**src/rtl/fetch_unit.sv**
```systemverilog
// Instruction fetch stage in front of a registered-read program ROM.
// Issues sequential fetches, absorbs ROM responses in a 2-entry queue and hands them to decode.
module fetch_unit #(
    parameter int ADDR_W   = 8,
    parameter int INSTR_W  = 16,
    parameter int RESET_PC = 0
) (
    input  logic               clk,
    input  logic               rst_n,
    output logic               rom_en,
    output logic [ADDR_W-1:0]  rom_addr,
    input  logic [INSTR_W-1:0] rom_data,
    input  logic               redirect,
    input  logic [ADDR_W-1:0]  redirect_pc,
    input  logic               halt,
    output logic [INSTR_W-1:0] instr,
    output logic [ADDR_W-1:0]  instr_pc,
    output logic               instr_valid,
    input  logic               instr_ready
);

    localparam logic [ADDR_W-1:0] RESET_ADDR = ADDR_W'(RESET_PC);

    logic [ADDR_W-1:0]  pc;
    logic [ADDR_W-1:0]  inflight_pc;
    logic               inflight;
    logic [1:0]         count;
    logic [INSTR_W-1:0] data0, data1;
    logic [ADDR_W-1:0]  addr0, addr1;

    logic       pop;
    logic       push;
    logic [2:0] occ_after;

    assign pop         = instr_valid & instr_ready;
    assign push        = inflight & ~redirect;
    assign instr_valid = (count != 2'd0);
    assign instr       = data0;
    assign instr_pc    = addr0;
    assign rom_addr    = pc;

    // Only issue when the response is guaranteed a free queue slot next cycle.
    assign occ_after = {1'b0, count} + {2'b00, inflight} - {2'b00, pop};
    assign rom_en    = rst_n & ~halt & ~redirect & (occ_after < 3'd2);

    always_ff @(posedge clk or negedge rst_n) begin
        if (!rst_n) begin
            pc          <= RESET_ADDR;
            inflight    <= 1'b0;
            inflight_pc <= '0;
        end else if (redirect) begin
            pc       <= redirect_pc;
            inflight <= 1'b0;
        end else begin
            inflight <= rom_en;
            if (rom_en) begin
                pc          <= pc + ADDR_W'(1);
                inflight_pc <= pc;
            end
        end
    end

    // Entry 0 is always the head, so instr/instr_pc come straight from registers.
    always_ff @(posedge clk or negedge rst_n) begin
        if (!rst_n) begin
            count <= 2'd0;
            data0 <= '0;
            addr0 <= '0;
            data1 <= '0;
            addr1 <= '0;
        end else if (redirect) begin
            count <= 2'd0;
        end else begin
            case ({push, pop})
                2'b10: begin
                    if (count == 2'd0) begin
                        data0 <= rom_data;
                        addr0 <= inflight_pc;
                    end else begin
                        data1 <= rom_data;
                        addr1 <= inflight_pc;
                    end
                    count <= count + 2'd1;
                end
                2'b01: begin
                    data0 <= data1;
                    addr0 <= addr1;
                    count <= count - 2'd1;
                end
                2'b11: begin
                    if (count == 2'd1) begin
                        data0 <= rom_data;
                        addr0 <= inflight_pc;
                    end else begin
                        data0 <= data1;
                        addr0 <= addr1;
                        data1 <= rom_data;
                        addr1 <= inflight_pc;
                    end
                end
                default: ;
            endcase
        end
    end

    occupancy_bound: assert property (@(posedge clk) disable iff (!rst_n)
        ({1'b0, count} + {2'b00, inflight}) <= 3'd2);

endmodule

```
**config.mk**
```make
export PLATFORM = sky130hd
export DESIGN_NAME = fetch_unit
export DESIGN_NICKNAME = d
export VERILOG_FILES = /design/src/rtl/fetch_unit.sv
export SDC_FILE = /design/constraint.sdc
export NUM_CORES = 1
export LEC_CHECK = 0
export CORE_UTILIZATION = 35
export CTS_CLUSTER_DIAMETER = 100
export CTS_CLUSTER_SIZE = 16
export DETAILED_ROUTE_END_ITERATION = 8
export PLACE_DENSITY_LB_ADDON = 0.05
export REMOVE_ABC_BUFFERS = 1
export SYNTH_ARGS = -nofsm -noshare
export SYNTH_HDL_FRONTEND = slang
export SYNTH_SLANG_ARGS = --single-unit
```
**constraint.sdc**
```tcl
create_clock -name clk -period 6.3 [get_ports clk]
set_input_delay 0.63 -clock clk [delete_from_list [all_inputs] [get_ports clk]]
set_output_delay 0.63 -clock clk [all_outputs]
set_load 0.01 [all_outputs]
```
==> summary.txt, run 1 <==
status: finished, final reports clean
n_diodes: 0
synth-to-layout area growth: 29.0%
vias in the first global route: 2,024
die area: 9090 um2
cell row count: 33
Final Total Pwr: 1.68 mW
number of remaining DRC errors: 0
Ys Warns: 0
CTS Buffer Depth: 2
initial antenna violation count: 0
Seq pwr share: 41.4%
DRT Wirelength: 6.00 mm
Vias: 2,128
Worst-path clk slew: 0.07 ns
R2R Setup Slk: 2.59 ns
Ports: 63
layout cells sized above 1: 15.7%
Hold Crit Depth: 1
worst path arrival time: 4.01 ns
worst min path class: reg2reg
cycle use final: 73.6%
crit path DRT: 5.67 ns
Worst Setup Path Type: reg2out
tool warnings: 26
yosys cell count: 264
Switch Pwr: 540 uW
core area: 8340 um2
Slew Viols, Final: 0
maximum vdd drop: 0.167 mV
Final Critical Period: 4.64 ns
Worst R2R End: rom_addr[7]
drt pass-1 iters: 4
Post-synth EDFFs: 0
hold_buf cts: 0
max_cap viols: 0
Synth Register Bits: 67
top_reg_cell synth: dfrtp_1
initial drt markers: 93
clock tree root buffer cell: clkbuf_8
global route total overflow: 0
crit path launch type: register
Final nets: 360
CTS Sinks: 67
yosys stat area: 3050 um2
Worst Setup SP: count[1]
Max Clock Skew: 0.00618 ns
setup violators final: 0
max_slew headroom: 40.2%
run 1: layout by cell type (no fill, tap or decap), types with 2 or more instances in the layout:
cell type,n
a21bo_2,2
a21oi_1,24
a221o_1,6
buf_4,4
clkbuf_1,2
clkbuf_8,13
clkdlybuf4s50_1,61
dfrtp_1,67
ha_1,4
inv_1,9
mux2_2,24
mux2i_1,26
nand2_1,29
nand4_1,2
nor2_1,27
nor3_1,2
nor3b_1,2
o21ai_0,6
xnor2_1,3
run 1: Yosys cell counts, types with 2 or more instances:
master    count  area share [%]
a21bo_2       2            0.66
a21oi_1      25             4.1
a221o_1       6             2.0
buf_2         5            0.82
buf_6         4             1.5
clkbuf_1      5            0.62
dfrtp_1      67              55
ha_1          4             1.6
inv_1         9             1.1
mux2_2       24             8.9
mux2i_1      26             8.5
nand2_1      29             3.6
nand4_1       2            0.41
nor2_1       27             3.3
nor3_1        2            0.33
nor3b_1       2            0.49
o21ai_0       6            0.98
xnor2_1       3            0.86
run 1: power by group through the flow:
stage | clock network [mW] | logic [mW] | registers [mW]
after CTS | 0.355 | 0.657 | 0.699
after floorplan | 0 | 0.326 | 0.732
final | 0.338 | 0.644 | 0.695
after detailed placement | 0 | 0.654 | 0.707
after global routing | 0.371 | 0.720 | 0.719
after global placement | 0 | 0.644 | 0.703
run 1: critical path, stage by stage, from the launching register on:
cell,delay (ns)
dfrtp_1,0.42
inv_1,0.10
ha_1,0.21
nand2b_2,0.25
inv_1,0.08
ha_1,0.22
nand2b_1,0.16
fa_1,0.54
nand4bb_4,0.12
or2_1,0.49
inv_1,0.44
clkdlybuf4s50_1,0.63
run 1: metrics by stage:
stage / cells / instance area, um2 / setup WS (ns)
after floorplan: 249 / 2950 / 2.97
after CTS: 436 / 3930 / 1.61
after detailed placement: 420 / 3740 / 1.71
final: 436 / 3930 / 1.66
after global placement: 420 / 3740 / 1.79
after global routing: 436 / 3930 / 1.39
run 1: sequential cells by signal, summed over array words and instances, names as in the netlist:
name	flops
count	2
inflight	1
addr1	8
inflight_pc	8
instr	16
instr_pc	8
rom_addr	8
data1	16
run 1: cells by family (layout without fill, tap and decap cells):
| kind of cell | after synthesis | after routing | synth area share [%] |
|---|---|---|---|
| buf+inv | 24 | 91 | 4.27 |
| compound gates | 43 | 43 | 8.78 |
| xor+xnor | 4 | 4 | 1.15 |
| simple gates | 71 | 71 | 11.1 |
| fa+ha+maj | 5 | 5 | 2.30 |
| mux | 50 | 50 | 17.4 |
| flops | 67 | 67 | 55.0 |
run 1: final cells by class:
cell class              instances  share of cell area (%)
clock buffers                  15                    4.74
clock inverters                 1                   0.127
inverters                       9                   0.859
multi-input cells             173                    31.9
flip-flops and latches         67                    42.6
well taps                     105                    3.34
repair buffers                 66                    16.4
run 1: per-layer routing:
metal	GRT usage (%)	wire length, um
met1	19.2	2860
met2	21.9	2690
met3	3.43	334
met4	7.20	113
met5	0	0
Run 1, routing congestion map:
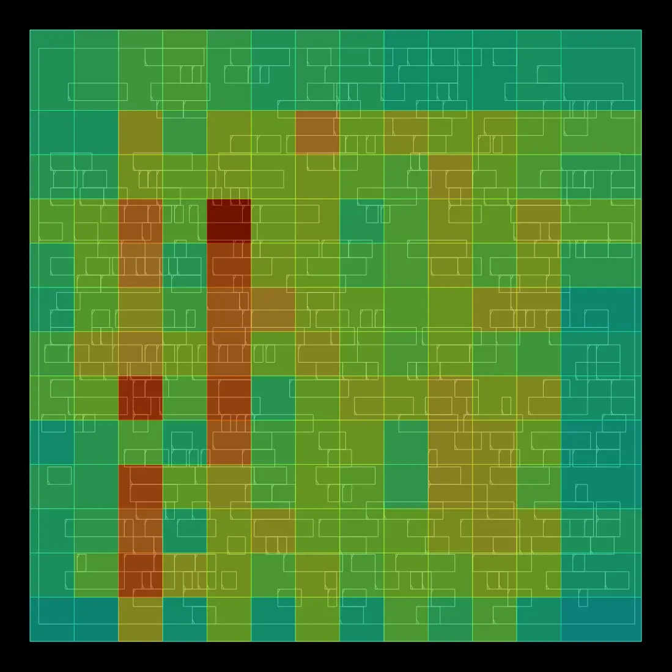
M2 GR Usage: 21.9%
grt peak-use layer: met2
Total Routing Usage GR: 14.4%

Run 1, wire density map:
Scale: 4 px per um. 19 x 19 tiles, from dark blue (low) to red (high), scaled to the fullest tile. Values are wire area over tile area, all layers added.
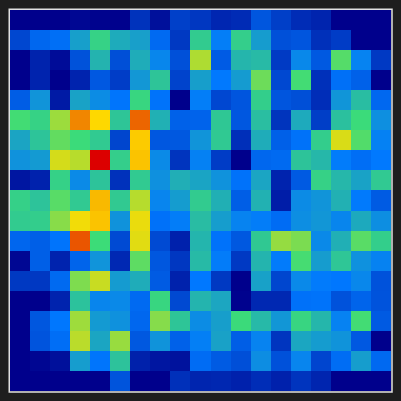
mean over tiles	0.11
tiles over half the peak	11%
nearly empty tiles	10%
densest ninth of the die	middle left

Run 1, signal wires on met3:
Scale: 4 px per um.
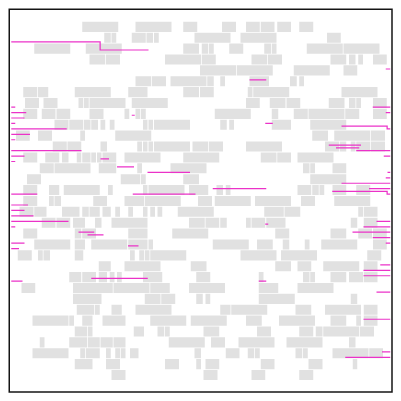
nets with wire on the layer	50
longest straight run	22.1 um
share of all routed wire	5.6%
main direction	horizontal

Run 1, M2 wires:
Scale: 4 px per um.
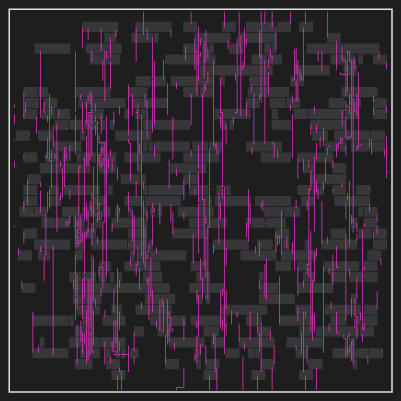

--- run 2 (diff from run 1) ---
- clock period: 6.3 -> 4.85 ns (I/O delays scaled with it)
Run 2, M2 wires:
Scale: 4 px per um.
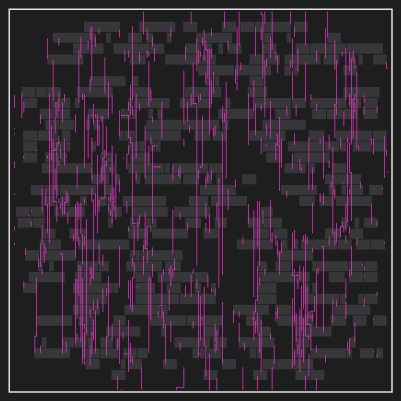
main direction	vertical
nets with wire on the layer	298
wire length on this layer	2,600 um
share of all routed wire	43%
Vias: 2,110
M2 GR Usage: 21.6%
DRT Wirelength: 5.99 mm

==> run 2 against run 1 <==
  * Final cell count grew 0.46%
  * Core utilization grew 0.87 points
  * Critical endpoint unchanged
  * First-iteration DRC count shrank 39%
  * Via count shrank 0.85%
  * Power grew 38%
  * Register-to-register slack lost 0.96 ns
  * Synthesized cell count is the same
  * Area after synthesis is the same
  * Largest cell class unchanged
  * Worst hold slack lost 0.41 ns
==> summary.txt, run 2 <==
status: finished, final reports clean
worst min path class: in2async
Worst R2R End: rom_addr[5]
cycle use final: 86.2%
post-route cell area: 4010 um2 (+1.8%)
Top cell excl fill/tap: dfrtp_1
crit path launch type: register
Crit-path slowest cell: clkdlybuf4s50_1
Ports: 63 (unchanged)
Worst-path clk slew: 0.07 ns (about the same)
drt pass-1 iters: 4 (unchanged)
yosys cell count: 264 (unchanged)
initial drt markers: 57 (-39%)
top_reg_cell synth: dfrtp_1
cell row count: 33 (unchanged)
max_cap viols: 0 (unchanged)
n_diodes: 0 (unchanged)
count leader, synth: dfrtp_1
core area: 8340 um2 (unchanged)
Max Clock Skew: 0.0109 ns (+0.00477 ns)
CTS Buffer Depth: 2 (unchanged)
area leader, netlist: dfrtp_1
Run 2, wire density map:
Scale: 4 px per um. 19 x 19 tiles, from dark blue (low) to red (high), scaled to the fullest tile. Values are wire area over tile area, all layers added.
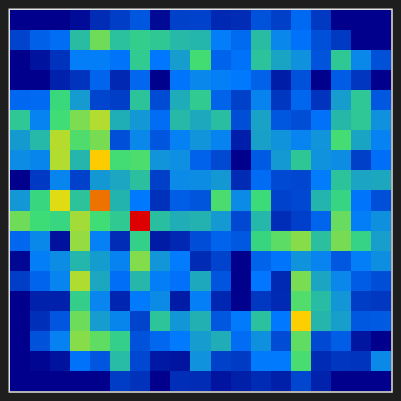
fullest tile	0.40
mean over tiles	0.10
nearly empty tiles	9.7%
densest ninth of the die	middle left
tiles over half the peak	10%
Total Routing Usage GR: 14.6%
DR WL/cell: 13.7 um

-- run 2: cell count changes in the layout (fill, tap and decap cells not counted), sizes merged --
cell and change:
clkinvlp +1, bufinv +3, inv +1, buf +2
clkbuf -5
-- run 2: critical path: cells and delay by family, from the launching register on --
| family | cells | cell delay [ns] |
|---|---|---|
| adders and majority gates | 3 | 0.95 |
| buffers and inverters | 6 | 1.19 |
| DFF | 1 | 0.44 |
| and+or+nand+nor | 4 | 0.76 |
-- run 2: cell type report --
cell class              instances  area [um2]  share of cell area, %
well taps                     105         131                   3.28
flip-flops and latches         67        1680                   41.9
clock inverters                 6         111                   2.78
clock buffers                  10         138                   3.44
inverters                       9        33.8                  0.843
multi-input cells             173        1250                   31.3
repair buffers                 68         661                   16.5
-- run 2: worst max path at each step --
| stage | slack (ns) | from | end |
|---|---|---|---|
| 6_report | 0.67 | count[1] | rom_en |
| 5_1_grt | 0.43 | count[1] | rom_en |
| 4_1_cts | 0.63 | count[1] | rom_en |
| 3_5_place_dp | 0.89 | instr_ready | rom_en |
| 3_3_place_gp | 0.91 | instr_ready | rom_en |
| 2_1_floorplan | 1.59 | count[1] | rom_addr[5] |
-- run 2: cell families after synthesis --
group	after synthesis	synth area share [%]
buffers and inverters	24	4.27
xor gates and xnor gates	4	1.15
and+or+nand+nor	71	11.1
AOI/OAI and AO/OA	43	8.78
muxes	50	17.4
adders and majority gates	5	2.30
DFF	67	55.0
-- run 2: per-layer routing --
metal  track usage [%]  vias to the layer above  wire, um
li1                  -                     1037         -
met1              20.0                     1008      3010
met2              21.6                       58      2600
met3              3.99                        7       295
met4              6.44                        0        89
met5                 0                        -         0
-- run 2: stage by stage --
stage               power (mW)  cells
global placement          1.75    422
global route              2.49    438
detailed placement        1.77    422
finish                    2.32    438
floorplan                 1.37    249
CTS                       2.36    438
-- run 2: power by group through the flow --
stage          registers, mW  logic (mW)  clock network (mW)
3_3_place_gp           0.913       0.842                   0
5_1_grt                0.937       0.937               0.620
4_1_cts                0.907       0.856               0.595
2_1_floorplan          0.951       0.424                   0
3_5_place_dp           0.919       0.852                   0
6_report               0.903       0.840               0.574
Run 2, pin placement:
Scale: 4 px per um. Pins as bars across the die edge, other pins in grey.
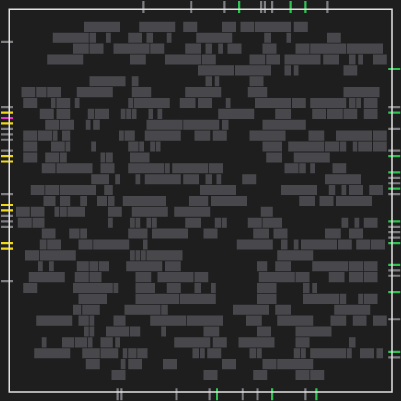

--- run 3 (diff from run 2) ---
--- a/config.mk
+++ b/config.mk
@@ -6,5 +6,7 @@
 export NUM_CORES = 1
 export LEC_CHECK = 0
-export CORE_UTILIZATION = 35
+export CELL_PAD_IN_SITES_DETAIL_PLACEMENT = 0
+export CELL_PAD_IN_SITES_GLOBAL_PLACEMENT = 2
+export CORE_UTILIZATION = 33
 export CTS_CLUSTER_DIAMETER = 100
 export CTS_CLUSTER_SIZE = 16
==> constraint.sdc (replaced) <==
create_clock -name clk -period 4.85 [get_ports clk]
set_input_delay 0.97 -clock clk [delete_from_list [all_inputs] [get_ports clk]]
set_output_delay 0.97 -clock clk [all_outputs]
set_load 0.01 [all_outputs]
Run 3, pin placement:
Scale: 4 px per um. Pins as bars across the die edge, other pins in grey.
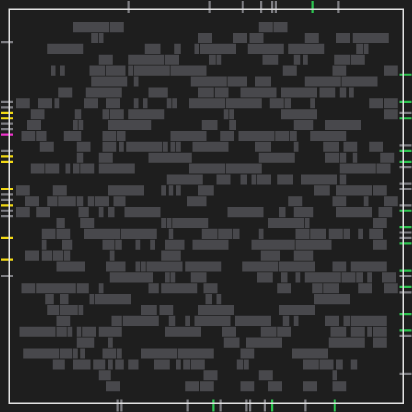
colour	port	pins	direction	edge
green	instr	16	output	12 right, 3 bottom, 1 top
magenta	redirect	1	input	left
yellow	redirect_pc	8	input	left

==> run 3 against run 2 <==
  * The flow now finishes with violations (DRC)
  * Sequential share of layout area is 0.39 points lower
  * Synthesized cell count stayed put
  * Die size is 5.9% higher
  * Combinational power is 1% higher
  * Wire length is 7.2% higher
  * Sequential power is 0.4% higher
  * Critical endpoint unchanged
  * Largest cell class unchanged
  * Power is 3.1% higher
==> summary.txt, run 3 <==
status: finished with violations
failing checks: DRC
cycle use final: 94.2% (+8.0 points)
core area: 8850 um2 (+6.1%)
top_reg_cell synth: dfrtp_1
crit path launch type: primary input
Bufs and invs on worst path: 4 (-2)
yosys cell count: 264 (unchanged)
hold_buf cts: 0
Top cell excl fill/tap: dfrtp_1
Vias: 2,127 (+0.81%)
CTS Buffer Depth: 2 (unchanged)
max_cap viols: 0 (unchanged)
RSZ-0062 raised after global routing: no
Ports: 63 (unchanged)
cell row count: 34 (+3.0%)
Crit path max-delay family: buffers and inverters
Max Clock Skew: 0.00716 ns (-0.00378 ns)
DR WL/cell: 14.5 um (+6.2%)
worst min path class: reg2reg
initial drt markers: 152 (+170%)
DRT Wirelength: 6.42 mm (+7.2%)
Worst-path clk slew: 0.07 ns (about the same)
count leader, synth: dfrtp_1
Tightest Pin Transition: 0.929 ns
number of remaining DRC errors: 2
n_diodes: 0 (unchanged)
drt pass-1 iters: 6 (+2)
area leader, netlist: dfrtp_1
Total Routing Usage GR: 14.3% (-0.31 points)
clock tree root buffer cell: clkbuf_8
Run 3, wire density map:
Scale: 4 px per um. 20 x 20 tiles, from dark blue (low) to red (high), scaled to the fullest tile. Values are wire area over tile area, all layers added.
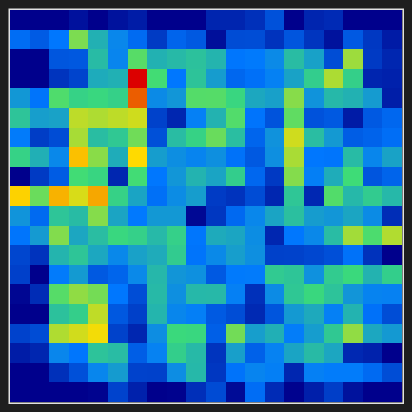
fullest tile	0.36
mean over tiles	0.11
densest ninth of the die	middle left

==> run 3: cell counts after synthesis <==
Identical to the previous run, type by type.
==> run 3: area by class of cell <==
type,instances,area (um2)
Multi-Input combinational cell,173,1250
Timing Repair Buffer,69,668
Inverter,9,33.8
Fill cell,842,4810
Tap cell,108,135
Clock inverter,4,120
Sequential cell,67,1680
Clock buffer,12,155
==> run 3: worst register-to-register path, delay by kind of cell, from the launching register on <==
kind	cells	cell delay, ns
fa+ha+maj	3	0.81
simple gates	3	0.58
compound gates	2	0.48
flops	1	0.43
buf+inv	4	0.42
xor+xnor	1	0.23
==> run 3: report_power, final <==
group | internal, mW | total, mW | switching (mW)
clock | 0.422 | 0.631 | 0.209
sequential | 0.773 | 0.907 | 0.134
combinational | 0.466 | 0.848 | 0.382
==> run 3: cells by family after synthesis <==
kind of cell	after synthesis	share of synthesized area, %
flops	67	55.0
simple gates	71	11.1
xor+xnor	4	1.15
mux	50	17.4
compound gates	43	8.78
fa+ha+maj	5	2.30
buf+inv	24	4.27
==> run 3: worst paths after layout <==
kind | startpoint | end | cells after the start
worst max-delay path | instr_ready | rom_en | 10
worst min-delay path | inflight_pc[2] | inflight_pc[2] | 2
worst max register to register | count[1] | rom_addr[7] | 13
worst min register to register | inflight_pc[2] | inflight_pc[2] | 2
max in group asynchronous | rst_n | addr1[1] | 3
min in group asynchronous | rst_n | inflight_pc[3] | 2
==> run 3: through the flow <==
stage / cell area [um2] / cells / total power [mW]
after floorplan: 2950 / 249 / 1.37
after global placement: 3770 / 426 / 1.76
after detailed placement: 3770 / 426 / 1.78
after CTS: 4040 / 442 / 2.43
after global routing: 4040 / 442 / 2.56
final: 4040 / 442 / 2.39
==> run 3: metal layers <==
layer	up-vias	track usage, %	share of wire (%)
li1	1048	-	-
met2	59	20.2	42
met4	0	6.29	1.3
met5	-	0	0
met3	6	4.37	5.4
met1	1014	20.2	52
Power and IR drop assume default switching activity.
